**Wiring heat map**

The die is cut into 25 by 25 equal tiles; dark blue is low, red is high, scaled to the fullest tile. Values are wire area over tile area, all layers added.
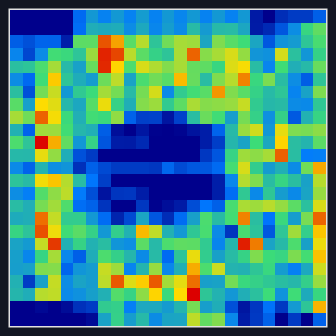
**Routed clock nets over the placement**

The bar under the picture is 50 um long.
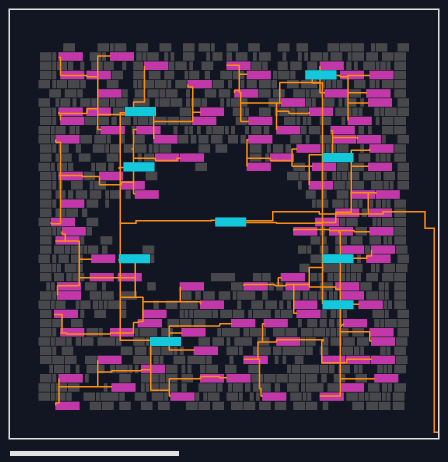
**The clock network**

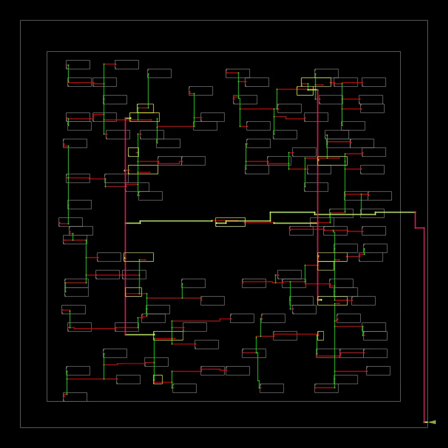
**The metal 4 layer**

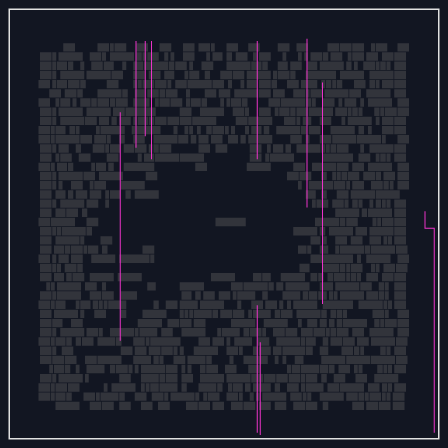
## config.mk

```make
export PLATFORM = sky130hd
export DESIGN_NAME = alu_share_arbiter
export DESIGN_NICKNAME = d
export VERILOG_FILES = /design/src/rtl/alu_share_arbiter.sv
export SDC_FILE = /design/constraint.sdc
export NUM_CORES = 1
export LEC_CHECK = 0
export CORE_MARGIN = 8
export CORE_UTILIZATION = 39
export DETAILED_ROUTE_END_ITERATION = 12
export PLACE_DENSITY = 0.86
export SETUP_SLACK_MARGIN = 0.02
export SYNTH_ARGS = -nofsm -noshare
export SYNTH_HDL_FRONTEND = slang
export SYNTH_SLANG_ARGS = --single-unit
```

## constraint.sdc

```tcl
create_clock -name clk -period 3.15 [get_ports clk]
set_clock_uncertainty 0.1 [all_clocks]
set_input_delay 0.4725 -clock clk [delete_from_list [all_inputs] [get_ports clk]]
set_output_delay 0.4725 -clock clk [all_outputs]
set_load 0.02 [all_outputs]
```

## src/rtl/alu_share_arbiter.sv

```systemverilog
// alu_share_arbiter
// Shares one combinational ALU between two requesters.
// Each request and each response uses a valid/ready handshake.
// Arbitration is round-robin with a single operation in flight.
// The FSM walks IDLE -> EXEC -> RESP: accept and latch the operands,
// capture the ALU result, then hold the response until it is taken.
// Peak throughput is one operation every three cycles.

module alu_share_arbiter #(
    parameter int DATA_WIDTH = 32,
    parameter int OP_WIDTH   = 4
) (
    input  logic                  clk,
    input  logic                  rst_n,

    // Requester 0
    input  logic                  req0_valid,
    output logic                  req0_ready,
    input  logic [DATA_WIDTH-1:0] req0_opA,
    input  logic [DATA_WIDTH-1:0] req0_opB,
    input  logic [OP_WIDTH-1:0]   req0_op,
    output logic                  rsp0_valid,
    input  logic                  rsp0_ready,
    output logic [DATA_WIDTH-1:0] rsp0_result,

    // Requester 1
    input  logic                  req1_valid,
    output logic                  req1_ready,
    input  logic [DATA_WIDTH-1:0] req1_opA,
    input  logic [DATA_WIDTH-1:0] req1_opB,
    input  logic [OP_WIDTH-1:0]   req1_op,
    output logic                  rsp1_valid,
    input  logic                  rsp1_ready,
    output logic [DATA_WIDTH-1:0] rsp1_result,

    // Shared ALU
    output logic [DATA_WIDTH-1:0] alu_operandA,
    output logic [DATA_WIDTH-1:0] alu_operandB,
    output logic [OP_WIDTH-1:0]   alu_operation,
    input  logic [DATA_WIDTH-1:0] alu_result
);

    typedef enum logic [1:0] {
        IDLE = 2'd0,
        EXEC = 2'd1,
        RESP = 2'd2
    } state_t;

    state_t                state_q;
    logic                  last_grant_q;   // requester served most recently
    logic                  grant_q;        // requester owning the in-flight op
    logic [DATA_WIDTH-1:0] opa_q;
    logic [DATA_WIDTH-1:0] opb_q;
    logic [OP_WIDTH-1:0]   op_q;
    logic [DATA_WIDTH-1:0] result_q;
    logic                  rsp0_valid_q;
    logic                  rsp1_valid_q;

    // Arbitration terms, used only while IDLE
    logic                  grant_d;        // requester that would be granted now
    logic                  accept_d;       // a handshake completes at this edge
    logic                  rsp_done_d;     // response handshake completes at this edge

    // Round-robin grant: a lone requester wins; on a tie the one not served last wins
    always_comb begin
        grant_d = 1'b0;
        if (req0_valid && req1_valid) begin
            grant_d = ~last_grant_q;
        end else if (req1_valid) begin
            grant_d = 1'b1;
        end else begin
            grant_d = 1'b0;
        end
    end

    // Ready goes to at most one requester, and only while the ALU is free
    always_comb begin
        req0_ready = 1'b0;
        req1_ready = 1'b0;
        if (state_q == IDLE) begin
            req0_ready = req0_valid && !grant_d;
            req1_ready = req1_valid &&  grant_d;
        end
    end

    // A handshake completes when the chosen side has both valid and ready
    always_comb begin
        accept_d   = (req0_valid && req0_ready) || (req1_valid && req1_ready);
        // rsp*_ready only counts while the matching rsp*_valid is high
        rsp_done_d = (rsp0_valid_q && rsp0_ready) || (rsp1_valid_q && rsp1_ready);
    end

    // Control FSM plus the operand, opcode and result registers it owns
    always_ff @(posedge clk) begin
        if (!rst_n) begin
            state_q      <= IDLE;
            last_grant_q <= 1'b1;   // requester 0 wins the first tie
            grant_q      <= 1'b0;
            opa_q        <= '0;
            opb_q        <= '0;
            op_q         <= '0;
            result_q     <= '0;
            rsp0_valid_q <= 1'b0;
            rsp1_valid_q <= 1'b0;
        end else begin
            case (state_q)
                IDLE: begin
                    if (accept_d) begin
                        opa_q        <= grant_d ? req1_opA : req0_opA;
                        opb_q        <= grant_d ? req1_opB : req0_opB;
                        op_q         <= grant_d ? req1_op  : req0_op;
                        grant_q      <= grant_d;
                        last_grant_q <= grant_d;
                        state_q      <= EXEC;
                    end
                end
                EXEC: begin
                    // The ALU has seen the latched operands for a full cycle
                    result_q     <= alu_result;
                    rsp0_valid_q <= ~grant_q;
                    rsp1_valid_q <=  grant_q;
                    state_q      <= RESP;
                end
                RESP: begin
                    if (rsp_done_d) begin
                        rsp0_valid_q <= 1'b0;
                        rsp1_valid_q <= 1'b0;
                        state_q      <= IDLE;
                    end
                end
                default: begin
                    rsp0_valid_q <= 1'b0;
                    rsp1_valid_q <= 1'b0;
                    state_q      <= IDLE;
                end
            endcase
        end
    end

    // The ALU is fed only from registers, so there is no req-to-ALU combinational path
    always_comb begin
        alu_operandA  = opa_q;
        alu_operandB  = opb_q;
        alu_operation = op_q;
    end

    // Response outputs come straight from registers
    always_comb begin
        rsp0_valid  = rsp0_valid_q;
        rsp1_valid  = rsp1_valid_q;
        rsp0_result = result_q;
        rsp1_result = result_q;
    end

endmodule

```

==> impl_metrics.toml <==
# generated from flow reports
[global_route]
grt_pass1_wl_um = 28500
grt_use_total = 0.224
grt_pass1_vias = 5183
grt_antenna_before_repair = 0
gr-total-overflow = 0

[synth]
ys_ff = 106
yosys-stat-cells = 595
yosysWarnings = 0
flop_cell = "dfxtp_1"
fp_nets = 769
edf_count = 0
ys_seq_frac = 0.444
syn_area_sq_um = 4780
syn_area_per_cell_sq_um = 8.03
ys_chip_area_sq_um = 4780
yosysUniqueCellTypes = 28

[power_and_ir_drop]
p_int_mw = 2.79
switching_share = 0.318
p_leak_nw = 2.91
power_mw = 4.09
p_comb_mw = 1.36
seq_power_share = 0.391
pwr_density_cell_nw_per_um2 = 514

[layout]
drive_above_1_share = 0.0644
fillerInstances = 1001
syn2layout_area_growth_pct = 66.6
fin_nets = 1008
fin_area_sq_um = 7960
layout_top_cells = "309 x clkdlybuf4s50_1, 203 x nand2_1, 106 x dfxtp_1"

[floorplan]
ios = 310
die_h_um = 127
core-area_sq_um = 12000
die_area_sq_um = 16000
rows = 40

[run]
cap_violations = 0
warnings = 26

[final_timing]
setup_tns_ns = 0
rsz0062_at_grt = "false"
relSlewSlack = 0.468
worst_hold_slack_ns = 0.367
max_freq_mhz = 349
fin_crit_ns = 2.87

[setup_path]
cp.arrival_ns = 2.29
crit_family = "buffers and inverters"
crit_path_cell_trace = "clkdlybuf4s50_1 > or3b_2 > nor2_1 > clkdlybuf4s50_1"
critPathKind = "primary input to output pin"
crit_buf_inv = 2

[min_path]
hold_class = "flop to flop"

[drt]
vias = 5161
vias_per_cell = 5.23
route.detailed.drc = 0
firstDrtPassIters = 4
wire_per_inst_um = 18.9

[cts]
tritoncts = "yes"
clk_pin_slew_ns = 0.07
cts_root_buf = "clkbuf_16"
postCtsSetupBuffers = 0
ctsHoldBuffers = 0

[placement]
gp_congestion = 0.793
portBuffers = 309
place_area_sq_um = 7650

[status]
status = "completed"
-- 'wiring heat map' (at the start) --
- nearly empty tiles: 8.8%
- emptiest ninth of the die: centre
- mean over tiles: 0.19

-- 'routed clock nets over the placement' (at the start) --
- cyan: cells driving clock nets (count 9)
- magenta: flip-flops (count 106)
- orange: clock wires (length 1,330 um)
- routed clock nets: 10
Clk. pwr: 1.13 mW
clock power share: 0.276
clk_lat worst skew: 0.34 ns

-- 'the clock network' (at the start) --
Clock Sinks: 106
CTS Buf Count: 9

-- 'the metal 4 layer' (at the start) --
- wire length on this layer: 443 um
- share of all routed wire: 2.4%
- main direction: vertical

==> registers in the layout, summed over array words and instances, names as in the netlist <==
register and flops:
alu_operandA 32, alu_operandB 32, rsp0_result 32, alu_operation 4, state_q 2, grant_q 1, last_grant_q 1, rsp0_valid 1
rsp1_valid 1
==> worst min-delay path: stages, from the launching register on <==
cell	delay, ns
dfxtp_1	0.32
nand2_1	0.05
a21oi_1	0.05
==> synthesized netlist by cell type (all sizes together) (2+ instances only) <==
library cell,instances,area [sq um]
dfxtp,106,2120
a311oi,68,721
nor2,5,21.3
clkbuf,45,170
buf,46,334
nand2,203,762
nor2b,2,12.5
a21oi,104,521
nand3,2,10.0
==> path summary, 6_finish.rpt <==
kind / from / to / cells after the start
worst max-delay path: req0_valid / req0_ready / 4
worst min-delay path: rsp0_result[12] / rsp0_result[12] / 2
worst max register to register: last_grant_q / alu_operandA[16] / 4
worst min register to register: rsp0_result[12] / rsp0_result[12] / 2
==> metrics by stage <==
stage,std cells,worst slack [ns]
2_1_floorplan,595,1.11
3_3_place_gp,970,0.303
3_5_place_dp,970,0.284
4_1_cts,986,0.272
5_1_grt,986,0.228
6_report,986,0.283
==> final cells by class <==
class,count,area [sq um],share of cell area
repair buffers,319,3180,0.400
multi-input cells,397,2160,0.272
flip-flops and latches,106,2120,0.267
clock buffers,13,280,0.0352
well taps,147,184,0.0231
clock inverters,3,21.3,0.00267
inverters,1,5.00,0.000629
==> metal layers <==
metal / share of wire / vias up / global-route usage
li1: - / 2514 / -
met1: 0.38 / 2387 / 0.236
met2: 0.51 / 234 / 0.400
met3: 0.091 / 26 / 0.0792
met4: 0.024 / 0 / 0.0861
met5: 0 / - / 0
==> cells by family after synthesis <==
logic type	after synthesis	synth area share
simple gates	218	0.177
compound gates	178	0.270
flops	106	0.444
mux	1	0.00210
buf+inv	92	0.106
Power is estimated from default activity; no workload was simulated.
